==> config.mk <==
export PLATFORM = sky130hd
export DESIGN_NAME = addsub_arbiter
export DESIGN_NICKNAME = d
export VERILOG_FILES = /design/src/rtl/addsub_arbiter.sv
export SDC_FILE = /design/constraint.sdc
export NUM_CORES = 1
export LEC_CHECK = 0
export CAP_MARGIN = 0
export CELL_PAD_IN_SITES_DETAIL_PLACEMENT = 0
export CELL_PAD_IN_SITES_GLOBAL_PLACEMENT = 1
export CORE_UTILIZATION = 28
export CTS_BUF_LIST = sky130_fd_sc_hd__clkbuf_2
export DETAILED_ROUTE_END_ITERATION = 10
export PLACE_DENSITY_LB_ADDON = 0.1
export SLEW_MARGIN = 20
export SYNTH_ARGS = -nofsm -noshare
export SYNTH_HDL_FRONTEND = slang
export SYNTH_SLANG_ARGS = --single-unit
export TNS_END_PERCENT = 5
==> constraint.sdc <==
create_clock -name clk -period 1.75 [get_ports clk]
set_clock_uncertainty 0.05 [all_clocks]
set_input_delay 0.35 -clock clk [delete_from_list [all_inputs] [get_ports clk]]
set_output_delay 0.35 -clock clk [all_outputs]
set_load 0.05 [all_outputs]
==> src/rtl/addsub_arbiter.sv <==
// addsub_arbiter: shares one external combinational W-bit add/subtract unit between two
// requesters. A granted operation is latched into the au_* registers, the unit's result is
// captured one cycle later together with a derived signed-overflow flag, and a tagged
// response is held under a valid/ready handshake.
// Optional statistics (grant and overflow counters): define ADDSUB_ARB_STATS_EN.
module addsub_arbiter #(
    parameter int unsigned W          = 4,
    parameter int unsigned PRIO_FIXED = 0
) (
    input  logic         clk,
    input  logic         rst,
    // requester 0
    input  logic         req0_valid,
    input  logic [W-1:0] req0_a,
    input  logic [W-1:0] req0_b,
    input  logic         req0_sub,
    output logic         req0_ready,
    // requester 1
    input  logic         req1_valid,
    input  logic [W-1:0] req1_a,
    input  logic [W-1:0] req1_b,
    input  logic         req1_sub,
    output logic         req1_ready,
    // shared add/sub unit
    output logic [W-1:0] au_a,
    output logic [W-1:0] au_b,
    output logic         au_sub,
    input  logic [W-1:0] au_sum,
    input  logic         au_cout,
    // response
    output logic         rsp_valid,
    input  logic         rsp_ready,
    output logic         rsp_id,
    output logic [W-1:0] rsp_sum,
    output logic         rsp_cout,
    output logic         rsp_ovf,
    output logic         busy
`ifdef ADDSUB_ARB_STATS_EN
    ,
    output logic [7:0]   stat_grant0,
    output logic [7:0]   stat_grant1,
    output logic [7:0]   stat_ovf
`endif
);

    typedef enum logic [1:0] {
        StIdle = 2'd0,
        StExec = 2'd1,
        StResp = 2'd2
    } state_t;

    state_t state_q, state_d;
    logic   grant0, grant1;
    logic   id_q;
    logic   last_q;
    logic   [W-1:0] b_eff;
    logic   ovf_calc;

    // State register.
    always_ff @(posedge clk) begin
        if (rst) begin
            state_q <= StIdle;
        end else begin
            state_q <= state_d;
        end
    end

    // Arbitration and next-state; grants are combinational so ready pulses in the accept cycle.
    always_comb begin
        state_d = state_q;
        grant0  = 1'b0;
        grant1  = 1'b0;
        unique case (state_q)
            StIdle: begin
                // Requester 0 wins when alone, under fixed priority, or when 1 went last.
                if (req0_valid && (!req1_valid || (PRIO_FIXED != 0) || last_q)) begin
                    grant0 = 1'b1;
                end else if (req1_valid) begin
                    grant1 = 1'b1;
                end
                if (grant0 || grant1) begin
                    state_d = StExec;
                end
            end
            StExec: begin
                state_d = StResp;
            end
            StResp: begin
                if (rsp_ready) begin
                    state_d = StIdle;
                end
            end
            default: begin
                state_d = StIdle;
            end
        endcase
    end

    assign req0_ready = grant0;
    assign req1_ready = grant1;
    assign busy       = (state_q != StIdle);

    // Signed overflow: operands of equal sign whose result flips sign. The unit inverts b for sub.
    always_comb begin
        b_eff    = au_b ^ {W{au_sub}};
        ovf_calc = (au_a[W-1] == b_eff[W-1]) && (au_sum[W-1] != au_a[W-1]);
    end

    // Operand registers feeding the unit; they keep the last operation until the next grant.
    always_ff @(posedge clk) begin
        if (rst) begin
            au_a   <= '0;
            au_b   <= '0;
            au_sub <= 1'b0;
            id_q   <= 1'b0;
        end else if (grant0) begin
            au_a   <= req0_a;
            au_b   <= req0_b;
            au_sub <= req0_sub;
            id_q   <= 1'b0;
        end else if (grant1) begin
            au_a   <= req1_a;
            au_b   <= req1_b;
            au_sub <= req1_sub;
            id_q   <= 1'b1;
        end
    end

    // Response capture in EXEC and handshake completion in RESP.
    always_ff @(posedge clk) begin
        if (rst) begin
            rsp_valid <= 1'b0;
            rsp_id    <= 1'b0;
            rsp_sum   <= '0;
            rsp_cout  <= 1'b0;
            rsp_ovf   <= 1'b0;
        end else if (state_q == StExec) begin
            rsp_valid <= 1'b1;
            rsp_id    <= id_q;
            rsp_sum   <= au_sum;
            rsp_cout  <= au_cout;
            rsp_ovf   <= ovf_calc;
        end else if ((state_q == StResp) && rsp_ready) begin
            rsp_valid <= 1'b0;
        end
    end

    // Round-robin pointer: records who was served; reset to 1 so requester 0 wins first.
    always_ff @(posedge clk) begin
        if (rst) begin
            last_q <= 1'b1;
        end else if (state_q == StExec) begin
            last_q <= id_q;
        end
    end

`ifdef ADDSUB_ARB_STATS_EN
    // Saturating grant and overflow counters.
    always_ff @(posedge clk) begin
        if (rst) begin
            stat_grant0 <= 8'd0;
            stat_grant1 <= 8'd0;
            stat_ovf    <= 8'd0;
        end else begin
            if (grant0 && (stat_grant0 != 8'hFF)) begin
                stat_grant0 <= stat_grant0 + 8'd1;
            end
            if (grant1 && (stat_grant1 != 8'hFF)) begin
                stat_grant1 <= stat_grant1 + 8'd1;
            end
            if ((state_q == StExec) && ovf_calc && (stat_ovf != 8'hFF)) begin
                stat_ovf <= stat_ovf + 8'd1;
            end
        end
    end
`endif

endmodule

Drive-strength map:
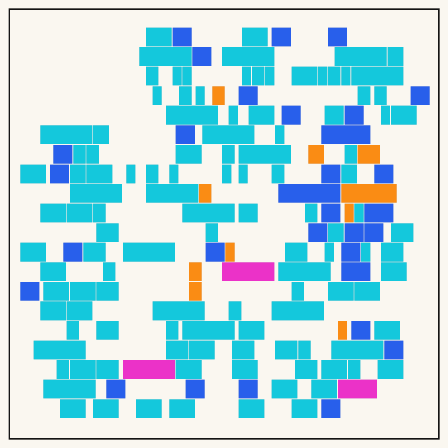
Key: orange = _2 cells [cells 10, share 6.3%]; magenta = _6 and larger [cells 3, share 1.9%]; cyan = _0 and _1 cells [cells 114, share 72%]; blue = _3 and _4 cells [cells 31, share 20%]
Final WS setup: -0.07527 ns
finished layout cell area: 1510 sq um
synthesis-to-layout area growth: 63.11%

Placed standard cells:
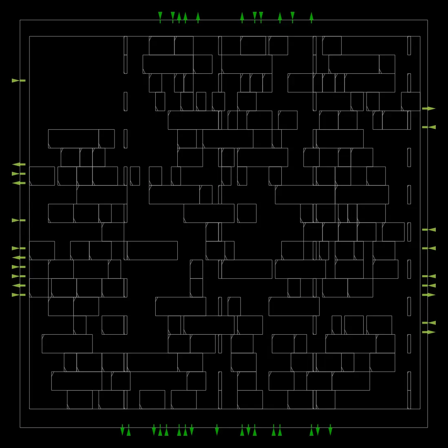
flop share of the area: 28.17%
Util after Layout: 48.67%
# Taps: 44
layout sequential cell count: 21

[cell usage after synthesis, drive strengths merged, types with 3 or more instances]
cell type	number
a21oi	21
mux2i	10
inv	4
dfxtp	21
nor2b	5
o41ai	9
clkbuf	5
nand2	17
buf	3
[through the flow]
stage	hold WS, ns	cells	total power, mW	TNS (ns)	utilization (%)
final	0.3668	202	1.322	-0.1090	48.67
after floorplan	0.3843	105	0.8983	0	-
after global routing	0.3198	202	1.394	-0.3174	48.67
after detailed placement	0.4010	197	1.110	-0.5493	47.02
after global placement	0.3938	197	1.107	-0.2035	47.02
after CTS	0.3315	202	1.339	-0.1831	48.67
[where the power goes]
part / switching [mW] / total [mW] / internal, mW / leakage, nW
Clock: 0.155 / 0.207 / 0.0518 / 0.0164
Sequential: 0.0320 / 0.562 / 0.530 / 0.174
Combinational: 0.321 / 0.553 / 0.232 / 0.441
Total: 0.509 / 1.32 / 0.813 / 0.632
[area by class of cell]
class                   count  area [sq um]
clock buffers               3         15.01
clock inverters             1         5.005
fillers                   332          1593
inverters                   5         18.77
multi-input cells          71         465.4
flip-flops and latches     21         425.4
well taps                  44         55.05
repair buffers             57         525.5
[placed cells by master, fill, tap and decap left out]
| master | instances |
|---|---|
| buf_4 | 27 |
| clkdlybuf4s50_1 | 25 |
| a21oi_1 | 21 |
| dfxtp_1 | 19 |
| nand2_1 | 16 |
| mux2i_1 | 10 |
| o41ai_1 | 9 |
| nor2b_1 | 5 |
| inv_2 | 3 |
| clkbuf_2 | 3 |
| dlygate4sd2_1 | 2 |
| buf_12 | 2 |
| nor3b_4 | 1 |
| nand2_2 | 1 |
| inv_1 | 1 |
| nor2_4 | 1 |
| or3_4 | 1 |
| clkinv_1 | 1 |
| or2b_1 | 1 |
| or3b_2 | 1 |
| o31ai_1 | 1 |
| nor3_1 | 1 |
| xnor2_1 | 1 |
| o21ai_0 | 1 |
| clkinv_2 | 1 |
| buf_8 | 1 |
| dfxtp_4 | 1 |
| dfxtp_2 | 1 |
[routing by layer]
metal	track usage, %	part of all wire, %
met5	0	0
met4	6.977	0.69
met3	2.838	3.9
met2	24.72	48
met1	19.28	48
[timing repair]
item | 4_1_cts | 5_1_grt
gates cloned | 0 | 0
endpoints found under the setup margin | 2 | 2
pin swaps | 2 | 0
setup buffers | 1 | 0
resized | 12 | 0
hold endpoints to repair | 0 | 0
[worst register-to-register path: stages (launching register included)]
cell and delay (ns):
dfxtp_2 0.38, buf_4 0.15, nor3b_4 0.22, buf_4 0.24
mux2i_1 0.22, a21oi_1 0.08
[flip-flops by register name, summed over array words and instances, names as in the netlist]
signal     cells
rsp_ovf        1
rsp_sum        4
last_q         1
rsp_valid      1
state_q        2
au_a           4
id_q           1
au_b           4
rsp_cout       1
au_sub         1
rsp_id         1
[cell families after synthesis]
logic type | count (synthesis) | share of synthesized area, %
AND-OR/OR-AND | 32 | 21.22
XOR/XNOR | 1 | 0.9461
buffers and inverters | 13 | 6.351
flip-flops | 21 | 45.41
multiplexers | 10 | 10.81
AND/OR/NAND/NOR | 28 | 15.27
==> deck_impl_summary.md <==
Implementation Results

Outcome
  – Status: finished, violations left
  – Violated checks: negative setup slack

Setup path
  – Crit path max-delay cell type: dfxtp_2
  – R2r worst-path depth: 5
  – CP bufs+invs: 3
  – Slowest Stage Delay on Critical Path: 0.38 ns
  – CP endpoint kind: output pin
  – Critical Path Start: state_q[1]
  – Crit path capture: req0_ready
  – Reg2reg end: au_b[3]
  – Worst R2R Setup Slack: 0.31 ns
  – Crit path max-delay family: simple AND/OR/NAND/NOR gates
  – Crit-path max FO: 2
  – WS Path Type: reg -> out
  – CP dominant cell by count: inv_2
  – Reg2reg start: state_q[1]
  – Worst Path Required: 1.35 ns
  – WP data arrival: 1.43 ns

Floorplan
  – Die Ht: 59.51 um
  – Total Die Area: 3541 sq um
  – Chip Width: 59.51 um
  – Core ar.: 3103 sq um
  – Floorplan core density: 29.84%

Final timing
  – Tcrit/Tclk final: 104.3%
  – RSZ-0062 raised after global routing: yes
  – F_max: 547.9 MHz
  – Relative slew slack: 80.77%
  – Setup violations, final: 2
  – Hold Violations, Final: 0
  – Worst Tran Pin Value: 0.2847 ns
  – Max Slew Vio Count: 0
  – Min cycle time layout: 1.825 ns
  – Final WS setup: -0.07527 ns

Synthesis
  – Ys cells: 105
  – Floorplan Nets: 133
  – Warning count from the yosys run: 0
  – Syn avg cell area: 8.818 sq um
  – Async S/R FF share, synth: 0%
  – Yosys synthesis chip area: 925.9 sq um
  – Synth area leader: dfxtp_1
  – Main synth FF type: dfxtp_1
  – Mapped Cells: 105
  – Top cell area share: 45.41%
  – Post-synth EDFFs: 0
  – Top cells by area: dfxtp_1, a21oi_1, mux2i_1
  – Post-synth regs: 21
  – Yosys cell types: 21
  – Synth Cell Area: 925.9 sq um
  – Post-synth seq share: 45.41%

CTS
  – Number of CTS-inserted buffers: 3
  – Clk pin slew, worst setup/hold paths: 0.22 ns
  – Clk_lat worst skew: 0.33 ns
  – Hold Buf Count CTS: 0
  – Htree depth: 1
  – Clock buffer depth: 2

Place
  – Hpwl dp: 1.767 mm
  – Pre-CTS WS: -0.1810 ns
  – DP Area: 1459 sq um

Min path
  – Origin of the worst min-delay path: req1_valid
  – Min-delay worst type: in -> reg
  – Worst hold stages: 3
  – Hold EP: state_q[0]

Detailed routing
  – Initial DRC Count: 28
  – DRC: 0
  – DRT Pass-1 Iters: 4
  – Via count: 918
  – Total wire length: 2.479 mm

Finish
  – # nets final: 187
  – N_diodes: 0

Pwr
  – Max VDD drop: 289.1 uV
  – P per Cell Area: 875.1 nW/um^2

Global routing
  – Vias in the first global route: 852
  – GRT Overall Usage: 15.15%
  – Largest net degree at the start of global routing: 13
  – Gr ovfl total: 0

Job
  – Max Cap Viol: 0
Power is estimated from default activity; no workload was simulated.
